## config.mk

```make
export PLATFORM = sky130hd
export DESIGN_NAME = beta_regfile_sb
export DESIGN_NICKNAME = d
export VERILOG_FILES = /design/src/rtl/beta_rf_pkg.sv /design/src/rtl/rf_scoreboard.sv /design/src/rtl/beta_regfile_sb.sv
export SDC_FILE = /design/constraint.sdc
export NUM_CORES = 2
export LEC_CHECK = 0
export ABC_CLOCK_PERIOD_IN_PS = 77800
export CAP_MARGIN = 15
export CORE_UTILIZATION = 40
export DETAILED_ROUTE_END_ITERATION = 16
export PLACE_DENSITY_LB_ADDON = 0.05
export REMOVE_ABC_BUFFERS = 1
export SYNTH_ARGS = -nofsm -noshare
export SYNTH_HDL_FRONTEND = slang
export SYNTH_SLANG_ARGS = --single-unit
```

## constraint.sdc

```tcl
create_clock -name clk -period 77.8 [get_ports clk]
set_input_delay 15.56 -clock clk [delete_from_list [all_inputs] [get_ports clk]]
set_output_delay 15.56 -clock clk [all_outputs]
set_load 0.05 [all_outputs]
```

## src/rtl/beta_rf_pkg.sv

```systemverilog
// Shared types and constants for the Beta register file with load scoreboard.
package beta_rf_pkg;

   typedef enum logic [1:0] {
      DST_RC = 2'd0,
      DST_RB = 2'd1,
      DST_LP = 2'd2,
      DST_XP = 2'd3
   } dst_e;

   localparam int unsigned ZERO_IDX   = 0;
   localparam int unsigned XP_IDX_DEF = 1;
   localparam int unsigned LP_IDX_DEF = 31;

endpackage : beta_rf_pkg

```

## src/rtl/rf_scoreboard.sv

```systemverilog
// Per-register busy bits tracking outstanding loads; set beats load-clear beats W-clear.
module rf_scoreboard
   import beta_rf_pkg::*;
#(
   parameter  int unsigned NREG = 32,
   localparam int unsigned AW   = $clog2(NREG)
) (
   input  logic            clk_i,
   input  logic            reset_i,
   input  logic            set_i,
   input  logic [AW-1:0]   set_addr_i,
   input  logic            ld_clr_i,
   input  logic [AW-1:0]   ld_addr_i,
   input  logic            w_clr_i,
   input  logic [AW-1:0]   w_addr_i,
   output logic [NREG-1:0] busy_o
);

   logic [NREG-1:0] busy_q;
   logic [NREG-1:0] busy_d;

   always_comb begin
      busy_d = busy_q;
      for (int r = 1; r < int'(NREG); r++) begin
         if (set_i && (set_addr_i == AW'(r))) begin
            busy_d[r] = 1'b1;
         end else if (ld_clr_i && (ld_addr_i == AW'(r))) begin
            busy_d[r] = 1'b0;
         end else if (w_clr_i && (w_addr_i == AW'(r))) begin
            busy_d[r] = 1'b0;
         end
      end
      // Register 0 can never hold a pending load.
      busy_d[ZERO_IDX] = 1'b0;
   end

   always_ff @(posedge clk_i or posedge reset_i) begin
      if (reset_i) begin
         busy_q <= '0;
      end else begin
         busy_q <= busy_d;
      end
   end

   assign busy_o = busy_q;

endmodule : rf_scoreboard

```

## src/rtl/beta_regfile_sb.sv

```systemverilog
// Beta register file: W (writeback) and L (load return) write ports, load scoreboard.
// Define RF_BYPASS_EN to forward same-cycle write data onto the read ports.
module beta_regfile_sb
   import beta_rf_pkg::*;
#(
   parameter  int unsigned WIDTH  = 32,
   parameter  int unsigned NREG   = 32,
   parameter  int unsigned XP_IDX = XP_IDX_DEF,
   parameter  int unsigned LP_IDX = LP_IDX_DEF,
   localparam int unsigned AW     = $clog2(NREG)
) (
   input  logic             clk,
   input  logic             reset,
   input  logic [AW-1:0]    ra,
   input  logic [AW-1:0]    rb,
   input  logic [AW-1:0]    rc,
   input  logic             wr_en,
   input  logic [1:0]       wr_dst,
   input  logic [WIDTH-1:0] wdata,
   input  logic             ld_we,
   input  logic [AW-1:0]    ld_addr,
   input  logic [WIDTH-1:0] ld_data,
   input  logic             sb_set,
   input  logic [AW-1:0]    sb_addr,
   output logic [WIDTH-1:0] radata,
   output logic [WIDTH-1:0] rbdata,
   output logic             ra_busy,
   output logic             rb_busy,
   output logic             stall
);

   logic [WIDTH-1:0] mem_q [NREG];
   logic [WIDTH-1:0] mem_d [NREG];
   logic [AW-1:0]    w_addr;
   logic             w_act;
   logic             l_act;
   logic [NREG-1:0]  busy;

   // Port W destination select.
   always_comb begin
      w_addr = rc;
      case (dst_e'(wr_dst))
         DST_RC:  w_addr = rc;
         DST_RB:  w_addr = rb;
         DST_LP:  w_addr = AW'(LP_IDX);
         DST_XP:  w_addr = AW'(XP_IDX);
         default: w_addr = rc;
      endcase
   end

   assign w_act = wr_en && (w_addr != AW'(ZERO_IDX));
   assign l_act = ld_we && (ld_addr != AW'(ZERO_IDX));

   // W is applied after L so it wins a same-register collision.
   always_comb begin
      mem_d = mem_q;
      if (l_act) begin
         mem_d[ld_addr] = ld_data;
      end
      if (w_act) begin
         mem_d[w_addr] = wdata;
      end
   end

   always_ff @(posedge clk or posedge reset) begin
      if (reset) begin
         for (int i = 0; i < int'(NREG); i++) begin
            mem_q[i] <= '0;
         end
      end else begin
         mem_q <= mem_d;
      end
   end

   rf_scoreboard #(
      .NREG (NREG)
   ) u_scoreboard (
      .clk_i      (clk),
      .reset_i    (reset),
      .set_i      (sb_set),
      .set_addr_i (sb_addr),
      .ld_clr_i   (ld_we),
      .ld_addr_i  (ld_addr),
      .w_clr_i    (w_act),
      .w_addr_i   (w_addr),
      .busy_o     (busy)
   );

   always_comb begin
      radata  = (ra == AW'(ZERO_IDX)) ? '0 : mem_q[ra];
      rbdata  = (rb == AW'(ZERO_IDX)) ? '0 : mem_q[rb];
      ra_busy = busy[ra];
      rb_busy = busy[rb];
`ifdef RF_BYPASS_EN
      if (ra != AW'(ZERO_IDX)) begin
         if (w_act && (w_addr == ra)) begin
            radata = wdata;
         end else if (l_act && (ld_addr == ra)) begin
            radata = ld_data;
         end
         if (l_act && (ld_addr == ra)) begin
            ra_busy = 1'b0;
         end
      end
      if (rb != AW'(ZERO_IDX)) begin
         if (w_act && (w_addr == rb)) begin
            rbdata = wdata;
         end else if (l_act && (ld_addr == rb)) begin
            rbdata = ld_data;
         end
         if (l_act && (ld_addr == rb)) begin
            rb_busy = 1'b0;
         end
      end
`endif
      stall = ra_busy | rb_busy;
   end

endmodule : beta_regfile_sb

```

Figure 1. Close-up of the layout.
Window x 295 to 315, y 92 to 112 µm. Cells in gray, sequential cells in the stronger gray; small squares are vias.
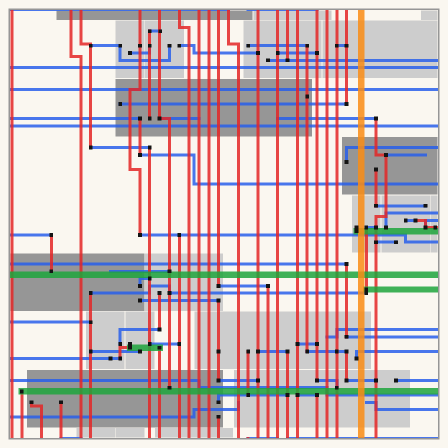
Red is M2. Green is M3. Blue is M1. Orange is M4.
13 logic cells have their middle in the window. Netlist names of flops here include mem_q (3). Most frequent: dfrtp_1 (3). Sequential cells in the window: 3.

Figure 2. Metal 4.
(1 px per µm)
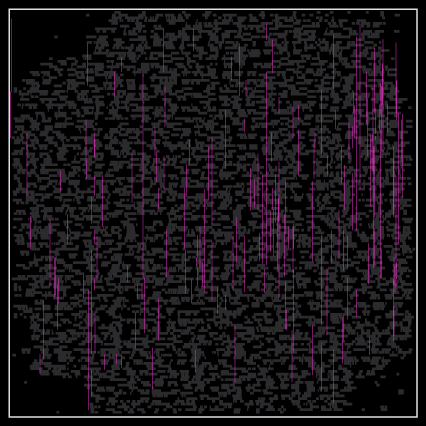
The layer holds 2.9% of the routed length. The longest straight run is 204 µm. The wires run mostly vertical. The layer carries 7890 µm of wire. 94 nets have wire on it.

Figure 3. Routed clock nets over the placement.
(1 px per µm)
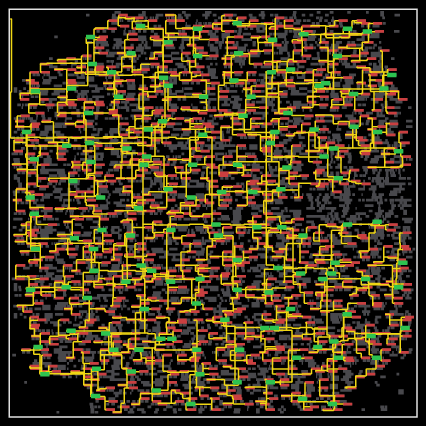
Red is flip-flops, count 1055. Green is clock-net drivers, count 133. Yellow is clock wires, length 17000 µm.
Position of the flops: widely spread. There are 134 routed clock nets.
Clock group: 653 µW
Latency at later pin: 0.77 ns

==> impl_metrics.json <==
{
  "logic_area_um2": 36100,
  "yosysUniqueCellTypes": 59,
  "critPathTopFamily": "buffers and inverters",
  "ys_chip_area_um2": 65400,
  "antenna_found_initial": 14,
  "r2r_start": "mem_q[809]",
  "grt_max_degree": 113,
  "worstSetupPathType": "in -> out",
  "layout_top_cell": "dfrtp_1",
  "grt_usage": 0.330,
  "synth_cells": 5971,
  "fp_util": 0.402,
  "dp_hpwl_mm": 150,
  "vias_per_cell": 6.26,
  "outcome": "complete, no violations",
  "async_flop_share": 1.00,
  "fin_crit_ns": 36.44,
  "drive_gt1_frac": 0.187,
  "avgRoutedWirePerCell_um": 33.8,
  "worstPathRequired_ns": 62.24,
  "max-vdd-ir-drop_v": 0.0000238,
  "cp-startpoint": "rb[0]",
  "slew_violations": 0,
  "flop_area_um2": 26400,
  "cp_data_arrival_time_ns": 20.88,
  "power_density_nw_per_um2": 27.3,
  "die_w_um": 406,
  "final_cell_mix": "dfrtp_1, mux2i_1, nand2_1",
  "path_buffers": 5,
  "fin_tns_setup_ns": 0,
  "rsz0062_at_grt": "false",
  "syn_avg_cell_area_um2": 11.0,
  "leakagePower_uw": 0.0304
}
[final cells by class]
cell class                 count  share of cell area
multi-input combinational   4158               0.494
clock inverter                39             0.00668
inverter                      20             0.00120
antenna                        4            0.000137
timing repair buffer         372              0.0448
tap                         2175              0.0373
clock buffer                 198              0.0549
sequential                  1055               0.361
[kinds of logic after synthesis]
family | after synthesis | synth area share
flip-flops | 1055 | 0.404
buffers and inverters | 758 | 0.0532
multiplexers | 1626 | 0.360
AND/OR/NAND/NOR | 1343 | 0.0852
AND-OR/OR-AND | 1189 | 0.0976
[power groups by stage]
stage | Clock, µW | Combinational (µW) | Sequential, µW
after CTS | 662 | 517 | 820
after floorplan | 0 | 377 | 791
final | 653 | 517 | 823
after global placement | 0 | 506 | 825
after global routing | 683 | 561 | 844
after detailed placement | 0 | 517 | 827
[synth_stat cells (3+ instances only)]
cell type	n	area (µm²)
a22oi_1	3	22.5
nor3_1	5	25.0
o21ai_1	115	576
nor4_1	36	225
nor3b_1	4	30.0
clkbuf_1	372	1400
and3_1	18	113
nand4b_1	3	26.3
buf_4	76	571
dfrtp_1	1055	26400
o21ai_0	544	2720
and2_1	24	150
nand2b_1	9	56.3
a21oi_1	330	1650
nand2_1	750	2820
or3_1	3	18.8
o31ai_1	6	45.0
mux2i_1	1040	10400
nand3b_1	3	22.5
a21boi_0	6	45.0
a32o_1	11	110
buf_6	15	169
a31oi_1	33	206
buf_2	185	926
o22ai_1	66	413
nor2b_1	14	87.6
nand3_1	43	215
nor3_2	12	120
nor4_2	5	62.6
mux2_2	4	45.0
o21a_1	3	22.5
nor2_1	403	1510
a21o_1	36	270
buf_1	85	319
mux4_2	582	13100
a211oi_1	21	158
inv_1	19	71.3
clkbuf_2	5	25.0
[registers in the layout (all words and copies together), names as in the netlist]
signal               count
mem_q                 1024
u_scoreboard.busy_o     31
[metal layers]
layer	global-route usage	vias up	part of all wire
met5	0	-	0.000089
met4	0.0966	4	0.029
met3	0.0536	403	0.077
met2	0.498	2349	0.45
met1	0.486	26031	0.45
li1	-	21385	-
[final timing paths]
check                           depth (start not counted)  slack [ns]    endpoint
worst max register to register                          2       76.98  mem_q[809]
worst min register to register                          0        0.39  mem_q[992]
max in group asynchronous                               5       59.12  mem_q[557]
worst max-delay path                                    9       41.36   rbdata[6]
worst min-delay path                                    0        0.39  mem_q[992]
min in group asynchronous                               2       15.38  mem_q[225]
[through the flow]
| step | util | hold WS, ns | instances |
|---|---|---|---|
| 2_1_floorplan | - | 0.365 | 5233 |
| 3_3_place_gp | 0.421 | 0.377 | 7775 |
| 5_1_grt | 0.449 | 0.407 | 8017 |
| 3_5_place_dp | 0.421 | 0.382 | 7778 |
| 4_1_cts | 0.449 | 0.396 | 8015 |
| 6_report | 0.449 | 0.391 | 8021 |
Power is estimated from default activity; no workload was simulated.
